--- src/rtl/letter_pool.sv ---
// Falling-letter object table: spawns generator letters into a fixed slot pool, moves them
// down once per frame, removes them on a matching keypress (hit) or at the bottom row (miss).
module letter_pool #(
    parameter int unsigned SLOTS        = 8,
    parameter logic [8:0]  BOTTOM       = 9'd456,
    parameter int unsigned SPAWN_PERIOD = 60
) (
    input  logic        clk,
    input  logic        rst_n,
    input  logic        frame_tick,
    input  logic [7:0]  gen_ch,
    input  logic [2:0]  gen_speed,
    input  logic [8:0]  gen_x,
    input  logic [9:0]  gen_y,
    input  logic        key_valid,
    input  logic [7:0]  key_ch,
    input  logic [3:0]  rd_idx,
    output logic        rd_active,
    output logic [7:0]  rd_ch,
    output logic [8:0]  rd_x,
    output logic [9:0]  rd_y,
    output logic        hit_pulse,
    output logic        wrong_pulse,
    output logic        miss_pulse,
    output logic        drop_pulse,
    output logic [15:0] score,
    output logic [7:0]  misses
);

    localparam int unsigned CntW = (SPAWN_PERIOD > 1) ? $clog2(SPAWN_PERIOD) : 1;

    logic            active_q [SLOTS];
    logic            active_d [SLOTS];
    logic [7:0]      ch_q     [SLOTS];
    logic [7:0]      ch_d     [SLOTS];
    logic [2:0]      speed_q  [SLOTS];
    logic [2:0]      speed_d  [SLOTS];
    logic [8:0]      x_q      [SLOTS];
    logic [8:0]      x_d      [SLOTS];
    logic [9:0]      y_q      [SLOTS];
    logic [9:0]      y_d      [SLOTS];
    logic [9:0]      sum      [SLOTS];

    logic [CntW-1:0] cnt_q, cnt_d;
    logic [15:0]     score_q, score_d;
    logic [7:0]      misses_q, misses_d;
    logic            hit_q, hit_d;
    logic            wrong_q, wrong_d;
    logic            miss_q, miss_d;
    logic            drop_q, drop_d;

    logic [7:0]      folded_key;
    logic            hit_found;
    logic [3:0]      hit_idx;
    logic [8:0]      best_x;
    logic            hit;
    logic            free_found;
    logic [3:0]      free_idx;
    logic            spawn_now;
    logic [4:0]      miss_cnt;
    logic [8:0]      misses_sum;

    for (genvar g = 0; g < SLOTS; g++) begin : g_sum
        assign sum[g] = {1'b0, x_q[g]} + {7'd0, speed_q[g]};
    end

    // Key match: lowest index wins ties because only a strictly larger x displaces the pick.
    always_comb begin
        folded_key = key_ch;
        if (key_ch >= 8'h61 && key_ch <= 8'h7a) begin
            folded_key = key_ch & 8'hdf;
        end
        hit_found = 1'b0;
        hit_idx   = '0;
        best_x    = '0;
        for (int i = 0; i < SLOTS; i++) begin
            if (active_q[i] && ch_q[i] == folded_key && (!hit_found || x_q[i] > best_x)) begin
                hit_found = 1'b1;
                hit_idx   = 4'(i);
                best_x    = x_q[i];
            end
        end
        hit = key_valid && hit_found;

        free_found = 1'b0;
        free_idx   = '0;
        for (int i = 0; i < SLOTS; i++) begin
            if (!active_q[i] && !free_found) begin
                free_found = 1'b1;
                free_idx   = 4'(i);
            end
        end
    end

    assign spawn_now = frame_tick && (cnt_q == CntW'(SPAWN_PERIOD - 1));

    always_comb begin
        cnt_d = cnt_q;
        if (frame_tick) begin
            cnt_d = spawn_now ? '0 : cnt_q + 1'b1;
        end

        miss_cnt = '0;
        for (int i = 0; i < SLOTS; i++) begin
            active_d[i] = active_q[i];
            ch_d[i]     = ch_q[i];
            speed_d[i]  = speed_q[i];
            x_d[i]      = x_q[i];
            y_d[i]      = y_q[i];
            if (hit && hit_idx == 4'(i)) begin
                active_d[i] = 1'b0;
                ch_d[i]     = '0;
                speed_d[i]  = '0;
                x_d[i]      = '0;
                y_d[i]      = '0;
            end else if (frame_tick && active_q[i]) begin
                if (sum[i] >= {1'b0, BOTTOM}) begin
                    active_d[i] = 1'b0;
                    ch_d[i]     = '0;
                    speed_d[i]  = '0;
                    x_d[i]      = '0;
                    y_d[i]      = '0;
                    miss_cnt    = miss_cnt + 5'd1;
                end else begin
                    x_d[i] = sum[i][8:0];
                end
            end
            // Target was inactive at cycle start, so it cannot also be hit or moved here.
            if (spawn_now && free_found && free_idx == 4'(i)) begin
                active_d[i] = 1'b1;
                ch_d[i]     = gen_ch;
                speed_d[i]  = (gen_speed == 3'd0) ? 3'd1 : gen_speed;
                x_d[i]      = gen_x;
                y_d[i]      = gen_y;
            end
        end

        score_d    = (hit && score_q != 16'hffff) ? score_q + 16'd1 : score_q;
        misses_sum = {1'b0, misses_q} + {4'd0, miss_cnt};
        misses_d   = misses_sum[8] ? 8'hff : misses_sum[7:0];
        hit_d      = hit;
        wrong_d    = key_valid && !hit_found;
        miss_d     = (miss_cnt != 5'd0);
        drop_d     = spawn_now && !free_found;
    end

    always_ff @(posedge clk) begin
        if (!rst_n) begin
            for (int i = 0; i < SLOTS; i++) begin
                active_q[i] <= 1'b0;
                ch_q[i]     <= '0;
                speed_q[i]  <= '0;
                x_q[i]      <= '0;
                y_q[i]      <= '0;
            end
            cnt_q    <= '0;
            score_q  <= '0;
            misses_q <= '0;
            hit_q    <= 1'b0;
            wrong_q  <= 1'b0;
            miss_q   <= 1'b0;
            drop_q   <= 1'b0;
        end else begin
            for (int i = 0; i < SLOTS; i++) begin
                active_q[i] <= active_d[i];
                ch_q[i]     <= ch_d[i];
                speed_q[i]  <= speed_d[i];
                x_q[i]      <= x_d[i];
                y_q[i]      <= y_d[i];
            end
            cnt_q    <= cnt_d;
            score_q  <= score_d;
            misses_q <= misses_d;
            hit_q    <= hit_d;
            wrong_q  <= wrong_d;
            miss_q   <= miss_d;
            drop_q   <= drop_d;
        end
    end

    always_comb begin
        rd_active = 1'b0;
        rd_ch     = '0;
        rd_x      = '0;
        rd_y      = '0;
        for (int i = 0; i < SLOTS; i++) begin
            if (rd_idx == 4'(i)) begin
                rd_active = active_q[i];
                rd_ch     = ch_q[i];
                rd_x      = x_q[i];
                rd_y      = y_q[i];
            end
        end
    end

    assign hit_pulse   = hit_q;
    assign wrong_pulse = wrong_q;
    assign miss_pulse  = miss_q;
    assign drop_pulse  = drop_q;
    assign score       = score_q;
    assign misses      = misses_q;

endmodule

--- config.mk ---
export PLATFORM = sky130hd
export DESIGN_NAME = letter_pool
export DESIGN_NICKNAME = d
export VERILOG_FILES = /design/src/rtl/letter_pool.sv
export SDC_FILE = /design/constraint.sdc
export NUM_CORES = 1
export LEC_CHECK = 0
export CAP_MARGIN = 20
export CORE_MARGIN = 4
export CORE_UTILIZATION = 40
export CTS_BUF_LIST = sky130_fd_sc_hd__clkbuf_8 sky130_fd_sc_hd__clkbuf_16
export CTS_CLUSTER_DIAMETER = 30
export DETAILED_ROUTE_END_ITERATION = 16
export PLACE_DENSITY = 0.67
export SYNTH_ARGS = -nofsm -noshare
export SYNTH_HDL_FRONTEND = slang
export SYNTH_SLANG_ARGS = --single-unit
--- constraint.sdc ---
create_clock -name clk -period 25.4 [get_ports clk]
set_clock_uncertainty 0.15 [all_clocks]
set_input_delay 2.54 -clock clk [delete_from_list [all_inputs] [get_ports clk]]
set_output_delay 2.54 -clock clk [all_outputs]
set_load 0.02 [all_outputs]
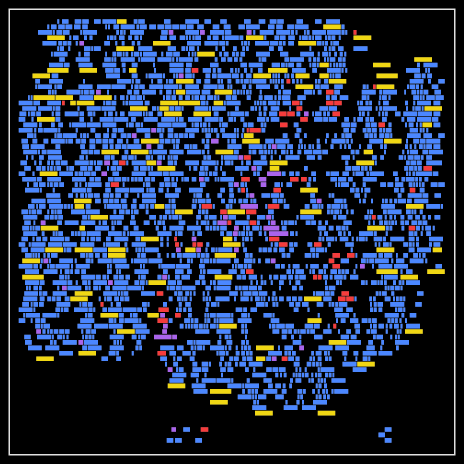
(images/drive_strength.png)
Scale: 2 px per micron.
Blue stands for drive 1 or less, cells 2,217. Purple stands for drive 3 to 4, cells 55. Red stands for drive 2, cells 62. Yellow stands for drive 6 and up, cells 106.
final worst slack: 1400 ps
cell area after layout: 22,300 sq um

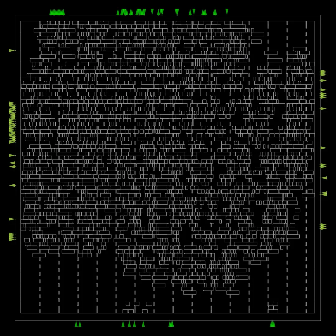
(images/final_placement.png)
filler cell count: 4,334
row count: 78
Cell Count, Final, Fillers Out: 3,040
post-layout util: 49.2%

==> impl_metrics.json <==
{
  "hold_path.class": "reg -> reg",
  "overflow": 0,
  "numCtsBuffers": 72,
  "synth_warnings": 0,
  "area_growth_pct": 21.7,
  "viasPerCell": 6.24,
  "common_cells": "nor2_1, dfxtp_1, a22oi_1, nand2_1, clkbuf_1",
  "hold_start": "y_q[0][27]",
  "antennaDiodeCount": 0,
  "drcViolationCount": 0,
  "synth_cells": 2354,
  "leakagePower_nw": 8.43,
  "rrSetupSlack_ps": 3740,
  "clkTransAtPathRegs_ps": 50,
  "status": "completed",
  "synth_nets": 2510,
  "fmax_mhz": 41.7,
  "post_cts_buffers": 0,
  "edf_count": 0,
  "ys_cells": 2354,
  "top_area_share_pct": 30.8
}
## how the worst max path moves through the flow
stage | slack, ps | endpoint | cells past startpoint
detailed placement | 670 | misses[3] | 95
global placement | 1270 | misses[5] | 95
finish | 1400 | misses[3] | 95
CTS | 1190 | misses[3] | 95
global route | 5 | misses[3] | 95
floorplan | 3350 | misses[2] | 100
## through the flow
step | hold slack (ps) | instances | power (mW) | area [sq um]
final | 313 | 3040 | 1.45 | 22300
after detailed placement | 309 | 2906 | 0.516 | 19700
after global placement | 300 | 2905 | 0.515 | 19700
after CTS | 315 | 3038 | 1.46 | 22200
after floorplan | 293 | 2354 | 0.488 | 18300
after global routing | 335 | 3040 | 1.49 | 22300
## registers in the layout, summed over array words and instances (netlist names)
register     cells
misses           8
speed_q         24
wrong_pulse      1
cnt_q            6
hit_pulse        1
miss_pulse       1
score           16
drop_pulse       1
ch_q            64
active_q         8
y_q             80
x_q             72
## metal layers
layer / share of wire [%] / global-route usage, % / up-vias
met5: 0.043 / 0 / -
met4: 4.7 / 11.5 / 4
li1: - / - / 8670
met1: 40 / 35.5 / 9044
met3: 9.4 / 5.96 / 221
met2: 45 / 43.9 / 1041
## placed cells by master (no fill, tap or decap), drive strengths merged, types with 11 or more instances in the layout
cell	count
and3	32
mux2	17
dfxtp	282
ha	101
a22oi	229
inv	90
buf	37
xor2	35
nand2	201
clkdlybuf4s50	101
o21ai	108
and2	31
clkbuf	89
a31oi	28
nor2b	18
o31ai	16
mux2i	16
nand4	49
nor2	340
nand3	65
or3	17
xnor2	72
a21oi	128
nor3	53
a221oi	24
a211oi	24
a21o	30
a32oi	11
nor4	16
## area by class of cell
cell class,count,share of cell area (%)
Clock buffer,89,9.18
Clock inverter,43,2.24
Sequential cell,282,25.3
Tap cell,600,3.37
Inverter,73,1.26
Multi-Input combinational cell,1815,52.7
Timing Repair Buffer,138,5.90
## tightest hold or removal path, cell delays in order (launching register included)
cell and delay (ps):
dfxtp_1 300, nand3_1 60, a21oi_1 50
## cells by family after synthesis
group | after synthesis | synth area share [%]
and+or+nand+nor | 869 | 22.0
xor gates and xnor gates | 109 | 5.51
muxes | 33 | 1.99
adders and majority gates | 111 | 7.94
DFF | 282 | 30.8
buffers and inverters | 257 | 5.61
AOI/OAI and AO/OA | 693 | 26.1
## power by group
group	switching, mW	leakage, nW	internal (mW)
Combinational	0.0445	4.89	0.0189
Sequential	0.000889	2.27	0.445
Clock	0.298	1.27	0.642
No activity file was given, so power comes from the tool's default toggle rates.
